## config.mk

```make
export PLATFORM = sky130hd
export DESIGN_NAME = crc_byte_update
export DESIGN_NICKNAME = d
export VERILOG_FILES = /design/src/rtl/crc_frame_checker_byte_update.sv
export SDC_FILE = /design/constraint.sdc
export NUM_CORES = 1
export LEC_CHECK = 0
export ABC_AREA = 1
export CAP_MARGIN = 20
export CORE_AREA = 5 5 42 44
export DETAILED_ROUTE_END_ITERATION = 7
export DIE_AREA = 0 0 47 49
export PLACE_DENSITY_LB_ADDON = 0.2
export SLEW_MARGIN = 20
export SYNTH_ARGS = -nofsm -noshare
export SYNTH_HDL_FRONTEND = slang
export SYNTH_SLANG_ARGS = --single-unit
```

## constraint.sdc

```tcl
create_clock -name vclk -period 1.8
set_clock_uncertainty 0.1 [all_clocks]
set_input_delay 0.36 -clock vclk [all_inputs]
set_output_delay 0.36 -clock vclk [all_outputs]
set_load 0.02 [all_outputs]
```

## src/rtl/crc_frame_checker_byte_update.sv

```systemverilog
// Combinational next-CRC for one byte: MSB-first, non-reflected.
module crc_byte_update #(
  parameter int               CRC_W = 8,
  parameter logic [CRC_W-1:0] POLY  = 'h07
) (
  input  logic [CRC_W-1:0] i_crc,
  input  logic [7:0]       i_data,
  output logic [CRC_W-1:0] o_crc
);

  logic [CRC_W-1:0] w_c;

  always_comb begin
    w_c = i_crc ^ (CRC_W'(i_data) << (CRC_W - 8));
    for (int i = 0; i < 8; i++)
      w_c = w_c[CRC_W-1] ? ((w_c << 1) ^ POLY) : (w_c << 1);
    o_crc = w_c;
  end

endmodule

```

Run 1, sizing map:
Bar = 10 um.
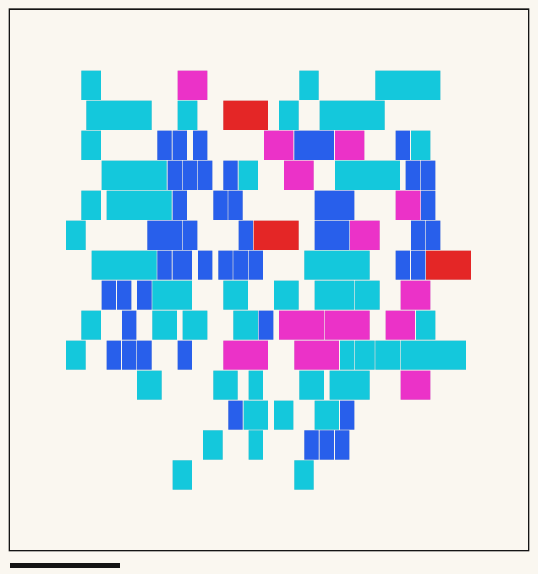
- cyan: x2 (cells 44)
- blue: x1 and smaller (cells 44)
- magenta: x3 and x4 (cells 13)
- red: x6 and larger (cells 3)

Run 1, gate-type map:
Bar = 10 um.
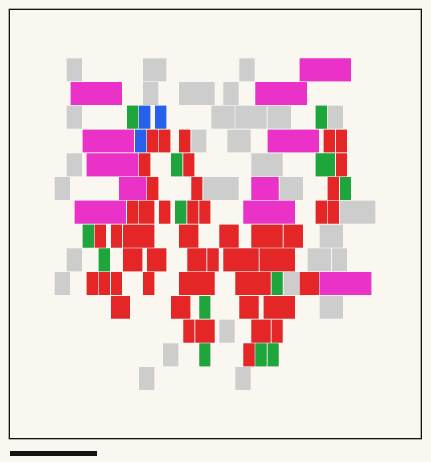
- green: inv cells (cells 13; most used inv_1)
- red: nand cells (cells 47; most used nand2_1)
- magenta: xor and xnor cells (cells 11; most used xnor2_2)
- blue: nor cells (cells 3; most used nor2_1)

==> flow_summary_export.csv, run 1 <==
group,metric,value,unit
yosys,ys_seq_share,0,%
final_layout,insertedDiodeCount,0,
outcome,status,"completed",
power_and_ir_drop,leakagePower,0.432,nW
yosys,ys_sh_adder,0,%
yosys,postSynthCellCount,74,
drt,dr.pass1.iters,2,
global_routing,grt_max_degree,5,
timing,min_period,1.73,ns
floorplanning,io_pins,24,
floorplanning,die_y,49,um
drt,wire_per_inst,8.33,um
yosys,synth.logic.top_family,"simple AND/OR/NAND/NOR gates",
drt,via_per_inst,4.18,
yosys,syn_avg_cell_area,5.11,um^2
place,dp_cells,117,
final_layout,flop-count,0,
final_layout,nClkBuffers,0,
timing,slew_viol_final,0,
yosys,compound_area_share,0,%
place,gp_congestion,0.690,
yosys,floorplan.nets,90,
setup_path,critPathMaxStageDelay,0.16,ns
power_and_ir_drop,power_density,494,mW/mm^2
place,port_buffers,24,
setup_path,path_class,"in2out",
setup_path,path_cells,"buf_2 -> xnor2_2 -> buf_4 -> xor2_2 -> xor2_1 -> buf_4",
final_layout,areaGrowthSynthToFinish,85.8,%
floorplanning,die_area,0.00230,mm^2
setup_path,path_common_cell,"buf_4",
timing,setup_viol,0,
drt,drc,0,
setup_path,crit_arrival,1.27,ns
hold_path,hold_path_class,"in2out",
setup_path,required,1.34,ns
setup_path,crit_path_start_kind,"input port",
final_layout,num-nets-final,122,
global_routing,antenna_found_initial,0,
timing,worst_slew_pin_slew,0.294,ns
timing,hold-worst-slack,1.19,ns
Run 1, cell placement:
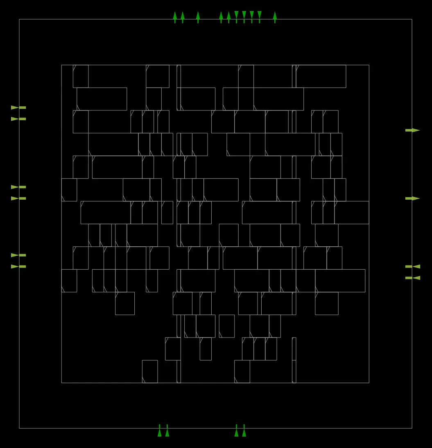
filler instances: 166
final core area utilization: 50.1%
row count: 14

Run 1, layout detail:
Bar = 10 um. Window x 11 to 36, y 2 to 27 um. Cells in grey, sequential cells in the stronger grey; small squares are vias.
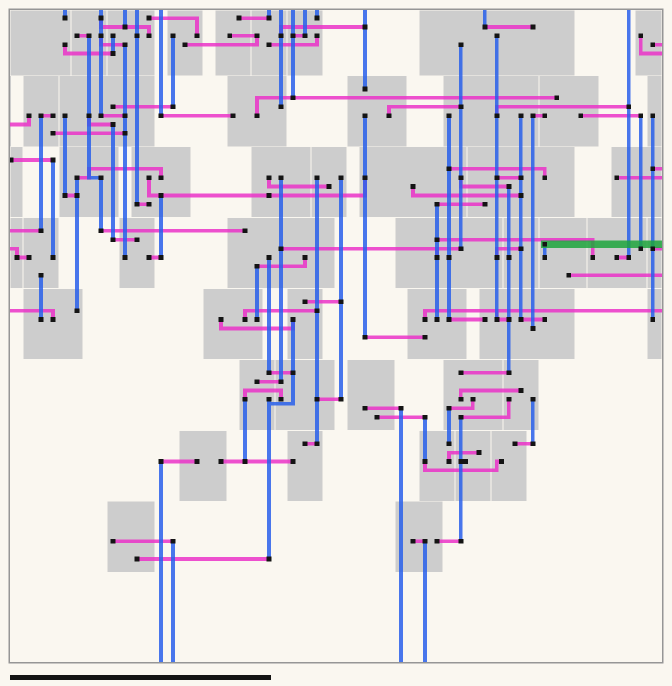
- green: M3
- blue: M2
- magenta: M1
- cells with their middle in the window: 45
- most frequent: nand2_1 (12), nand2_2 (12), nand2_4 (4)
- sequential cells in the window: 0

run 1: worst max-delay path, delay by kind of cell:
family | cells | cell delay (ns)
xor+xnor | 3 | 0.46
buf+inv | 3 | 0.43
run 1: kinds of logic after synthesis:
| kind of cell | Yosys count |
|---|---|
| buffers and inverters | 13 |
| and+or+nand+nor | 50 |
| xor gates and xnor gates | 11 |
run 1: cell usage after synthesis (all sizes together):
cell type	n	area, um^2
inv	13	48.8
nand2	43	179
nand3	4	20.0
nor2	3	11.3
xnor2	7	76.3
xor2	4	42.6
run 1: power by group:
group,switching [mW],internal (mW)
logic,0.190,0.157
clock network,0,0
registers,0,0
total,0.190,0.157
run 1: worst paths after layout:
kind	end	cells past startpoint
hold / removal	o_crc[7]	5
setup / recovery	o_crc[7]	6
run 1: per-stage QoR:
stage               area (um^2)  setup WS (ns)  TNS (ns)
floorplan                   378          0.193         0
global placement            661         -0.735     -5.45
detailed placement          661         -0.750     -5.55
CTS                         693        0.00115         0
global route                702        0.00129         0
finish                      702         0.0747         0
run 1: timing repair:
item,in CTS,in global routing
gates resized,76,40
pin swaps,17,28
endpoints found under the setup margin,8,8
endpoints found under the hold margin,0,0
buffers inserted,3,0
run 1: final cells by class:
cell class / instances / area share, %
Multi-Input combinational cell: 61 / 61.5
Timing Repair Buffer: 30 / 28.3
Inverter: 13 / 7.31
Tap cell: 16 / 2.85
run 1: per-layer routing:
layer | global-route usage, % | wire, um
met5 | 0 | 0
met1 | 8.95 | 340
met4 | 0 | 0
met2 | 17.2 | 584
met3 | 0.369 | 75
run 1: placed cells by master, fill, tap and decap left out, drive strengths merged:
cell	synthesis	layout
nand2	43	43
buf	0	17
inv	13	13
clkbuf	0	11
xnor2	7	7
nand3	4	4
xor2	4	4
nor2	3	3
clkdlybuf4s15	0	2
## Run 2: what changed since run 1
==> constraint.sdc (replaced) <==
create_clock -name vclk -period 2.2
set_clock_uncertainty 0.1 [all_clocks]
set_input_delay 0.44 -clock vclk [all_inputs]
set_output_delay 0.44 -clock vclk [all_outputs]
set_load 0.02 [all_outputs]
Run 2, sizing map:
Bar = 10 um.
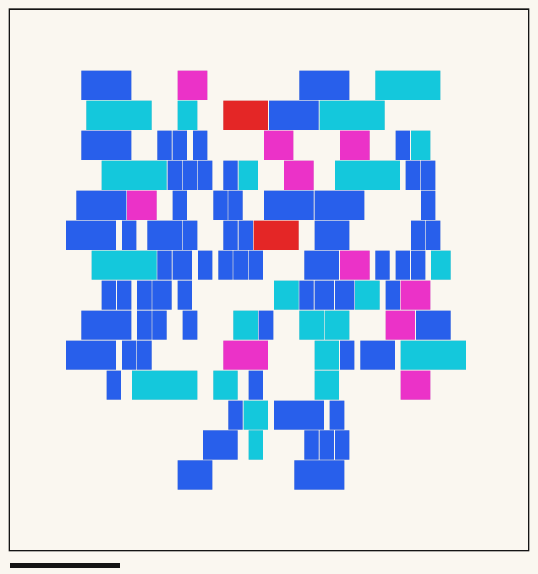
- red: x6 and larger (cells 2)
- blue: x1 and smaller (cells 71)
- cyan: x2 (cells 22)
- magenta: x3 and x4 (cells 10)

==> flow_summary_export.csv, run 2 <==
group,metric,value,unit
global_routing,grt_use_met3,0.369,%
timing,min_period,2.05,ns
outcome,status,"completed",
yosys,ys_seq_share,0,%
drt,wire_per_inst,8.21,um
global_routing,antenna_found_initial,0,
global_routing,grt_max_degree,5,
timing,worst_slew_pin_slew,0.226,ns
drt,drc,0,
power_and_ir_drop,leakagePower,0.527,nW
global_routing,grt_use_met2,16.5,%
floorplanning,die_y,49,um
yosys,syn_avg_cell_area,5.11,um^2
yosys,common_cells,"nand2_1 (38), inv_1 (12), xnor2_1 (5)",
final_layout,num-nets-final,123,
power_and_ir_drop,power_density,363,mW/mm^2
final_layout,flop-count,0,
final_layout,insertedDiodeCount,0,
setup_path,required,1.66,ns
final_layout,areaGrowthSynthToFinish,96.7,%
global_routing,top_usage_layer,"met2",
yosys,postSynthCellCount,74,
yosys,top_cell,"nand2_1",
global_routing,use_met1,7.86,%
yosys,synth_top_area_share,37.7,%
drt,dr.pass1.iters,2,
setup_path,crit_arrival,1.51,ns
timing,slew_viol_final,0,
final_layout,layout_top_cell,"nand2_1",
setup_path,crit_path_start_kind,"input port",
floorplanning,die_area,0.00230,mm^2
setup_path,path_class,"in2out",
place,dpl_cell_area,661,um^2
final_layout,fin_area,743,um^2
hold_path,hold_path_class,"in2out",
place,gp_congestion,0.690,
yosys,floorplan.nets,90,
yosys,yosys.area.top_type,"nand2_1",
run 2: per-stage QoR:
stage / worst slack, ns / utilization [%] / setup TNS [ns] / cells / hold slack (ns)
after floorplan: 0.433 / - / 0 / 74 / 1.03
after global placement: -0.495 / 47.1 / -3.53 / 117 / 2.04
after detailed placement: -0.510 / 47.1 / -3.63 / 117 / 2.04
after CTS: 0.00550 / 47.7 / 0 / 120 / 1.51
after global routing: 0.0618 / 53.0 / 0 / 121 / 1.40
final: 0.154 / 53.0 / 0 / 121 / 1.36
run 2: kinds of logic after synthesis:
logic type	Yosys count	synth area share [%]
xor gates and xnor gates	11	31.5
and+or+nand+nor	50	55.6
buffers and inverters	13	12.9
run 2: worst max-delay path: stages:
cell	delay (ns)
dlygate4sd2_1	0.26
xnor2_2	0.17
buf_4	0.15
xor2_1	0.17
xor2_1	0.16
buf_4	0.16
run 2: repair_timing:
| action | CTS | global route |
|---|---|---|
| pin swaps | 4 | 11 |
| buffers inserted | 3 | 1 |
| cloned | 0 | 0 |
| setup endpoints to repair | 8 | 7 |
| hold buffers | 0 | 0 |
| gates resized | 42 | 22 |
run 2: metal layers:
layer | share of wire [%] | vias to the layer above
met2 | 59 | 10
li1 | - | 277
met5 | 0 | -
met3 | 7.4 | 0
met4 | 0 | 0
met1 | 33 | 214
run 2: report_power, final:
part / internal (mW) / switching (mW) / leakage [nW]
logic: 0.127 / 0.143 / 0.527
registers: 0 / 0 / 0
clock network: 0 / 0 / 0
run 2: final cells by class:
class | count | area (um^2)
fill | 154 | 658
inverter | 13 | 48.8
multi-input combinational | 61 | 379
tap | 16 | 20.0
timing repair buffer | 31 | 295
run 2: path summary, 6_finish.rpt:
path	start	depth (start not counted)	slack, ns	end
hold / removal	i_data[3]	6	1.36	o_crc[3]
setup / recovery	i_crc[6]	6	0.15	o_crc[7]
## Run 3: what changed since run 2
--- a/config.mk
+++ b/config.mk
@@ -6,7 +6,6 @@
 export NUM_CORES = 1
 export LEC_CHECK = 0
 export ABC_AREA = 1
-export CAP_MARGIN = 20
 export CORE_AREA = 5 5 42 44
 export DETAILED_ROUTE_END_ITERATION = 7
 export DIE_AREA = 0 0 47 49
Run 3, layout detail:
Bar = 10 um. Window x 11 to 36, y 2 to 27 um. Cells in grey, sequential cells in the stronger grey; small squares are vias.
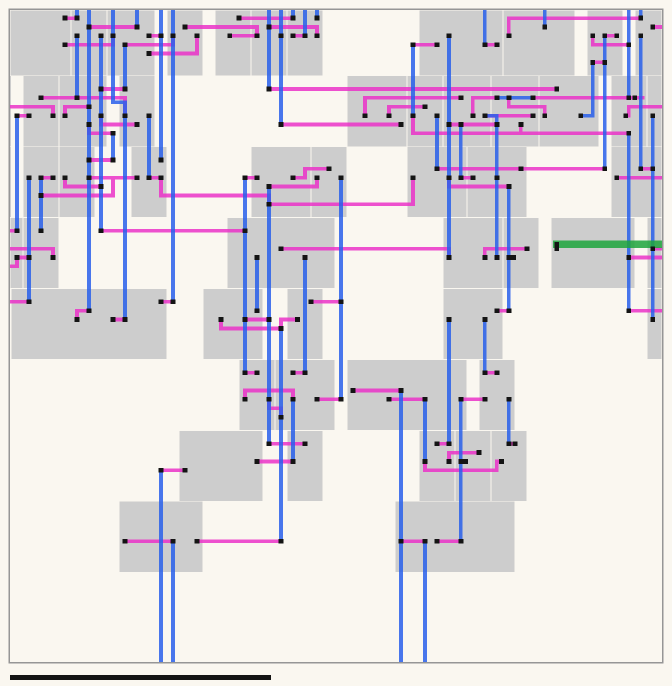
- blue: M2
- magenta: M1
- green: M3
- most frequent: nand2_1 (17), nand2_2 (9), inv_1 (6)
- cells with their middle in the window: 47
- sequential cells in the window: 0

==> flow_summary_export.csv, run 3 <==
group,metric,value,unit
yosys,top_cell,"nand2_1",
yosys,synth_top_area_share,37.7,%
floorplanning,rows,14,
timing,slew_viol_final,0,
floorplanning,die_width,47,um
drt,drc,0,
setup_path,crit_arrival,1.51,ns
global_routing,grt_pass1_vias,412,
final_layout,layout-drive-gt1-share,32.4,%
hold_path,min_to,"o_crc[3]",
final_layout,areaGrowthSynthToFinish,96.7,%
global_routing,grt_overflow,0,
yosys,ys_area,378,um^2
power_and_ir_drop,switchingPower,143,uW
yosys,syn_avg_cell_area,5.11,um^2
timing,rsz0062_at_grt,"no",
global_routing,antenna_found_initial,0,
power_and_ir_drop,vdd_drop_max,164,uV
place,place_ws,-0.510,ns
power_and_ir_drop,p_int,127,uW
timing,setup_viol,0,
final_layout,insertedDiodeCount,0,
yosys,yosys.area.top_type,"nand2_1",
power_and_ir_drop,p_comb_share,100.0,%
drt,dr.pass1.iters,2,
setup_path,end_kind,"primary output",
timing,worst_slew_pin_slew,0.226,ns
power_and_ir_drop,total_power,270,uW
yosys,yosys.cell_types.count,11,
global_routing,grt_first_pass_wirelength,1470,um
place,gp_congestion,0.690,
outcome,status,"completed",
floorplanning,fp_util,27.0,%
drt,via_per_inst,4.14,
final_layout,fin_area,743,um^2
place,hpwlAfterDp,808,um
final_layout,layout_top_cell,"nand2_1",
floorplanning,die_y,49,um
setup_path,path_class,"in2out",
yosys,common_cells,"nand2_1 (38), inv_1 (12), xnor2_1 (5)",
yosys,ys_cells,74,
yosys,floorplan.nets,90,
floorplanning,io_pins,24,
yosys,top_cells_by_area,"nand2_1 (38%), inv_1 (12%), xnor2_1 (12%)",
place,dpl_cell_area,661,um^2
floorplanning,die_area,0.00230,mm^2
drt,first_iter_violations,2,
timing,hold_viol,0,
final_layout,flop-count,0,
global_routing,grt_max_degree,5,
hold_path,hold-path-cell-count,6,
power_and_ir_drop,power_density,363,mW/mm^2
global_routing,grt_usage,7.73,%
drt,drtAntennaViolNets,0,
yosys,postSynthCellCount,74,
hold_path,hp-start,"i_data[3]",
drt,via_count,501,
setup_path,required,1.66,ns
setup_path,critPathMaxFanout,3,
yosys,ys_warn_count,0,
power_and_ir_drop,clkPwrFrac,0,%
drt,wire_per_inst,8.21,um
final_layout,regArea,0,um^2
timing,min_period,2.05,ns
power_and_ir_drop,netSwitchingFraction,53.1,%
power_and_ir_drop,seqPwrFrac,0,%
final_layout,final_util,53.0,%
final_layout,num-nets-final,123,
power_and_ir_drop,leakagePower,0.527,nW
drt,wl,994,um
final_layout,nClkBuffers,0,
yosys,ys_seq_share,0,%
hold_path,hold_path_class,"in2out",
setup_path,crit_path_start_kind,"input port",
timing,setup_slack,0.154,ns
timing,fin_setup_tns,0,ns
timing,slew_headroom,84.9,%
timing,clock.fmax,489,MHz
clocking,cts_hold_buf,0,
place,port_buffers,24,
floorplanning,core_area,0.00140,mm^2
timing,period_used_share,93.0,%
final_layout,final_cell_mix,"nand2_1 (33), inv_1 (12), dlymetal6s2s_1 (12), nand2_2 (9), buf_4 (9)",
run 3: cell type report:
cell class,count,area [um^2]
fillers,154,658
multi-input cells,61,379
repair buffers,31,295
inverters,13,48.8
well taps,16,20.0
run 3: metrics by stage:
step / std cells / hold slack, ns
CTS: 120 / 1.51
detailed placement: 117 / 2.04
finish: 121 / 1.36
floorplan: 74 / 1.03
global route: 121 / 1.40
global placement: 117 / 2.04
run 3: logic make-up after synthesis:
family / count (synthesis) / synth area share (%)
buffers and inverters: 13 / 12.9
and+or+nand+nor: 50 / 55.6
xor gates and xnor gates: 11 / 31.5
run 3: how the worst max path moves through the flow:
stage	startpoint	endpoint	cells after the start
final	i_crc[6]	o_crc[7]	6
after global routing	i_data[7]	o_crc[2]	11
after CTS	i_data[0]	o_crc[1]	12
after detailed placement	i_data[7]	o_crc[2]	11
after global placement	i_data[6]	o_crc[7]	5
after floorplan	i_data[6]	o_crc[7]	3
run 3: critical path: stages:
cell           delay, ns
dlygate4sd2_1       0.26
xnor2_2             0.17
buf_4               0.15
xor2_1              0.17
xor2_1              0.16
buf_4               0.16
run 3: metal layers:
| metal | GRT usage [%] | part of all wire (%) | routed length, um |
|---|---|---|---|
| met5 | 0 | 0 | 0 |
| met4 | 0 | 0 | 0 |
| met1 | 7.86 | 33 | 330 |
| met3 | 0.369 | 7.4 | 74 |
| met2 | 16.5 | 59 | 590 |
run 3: what timing repair did:
item,4_1_cts,5_1_grt
pin swaps,4,11
setup buffers,3,1
setup endpoints to repair,8,7
resized,42,22
run 3: power groups by stage:
stage	logic (mW)	clock network, mW	registers, mW
detailed placement	0.268	0	0
finish	0.270	0	0
floorplan	0.145	0	0
global route	0.297	0	0
global placement	0.265	0	0
CTS	0.255	0	0
Power is estimated from default activity; no workload was simulated.
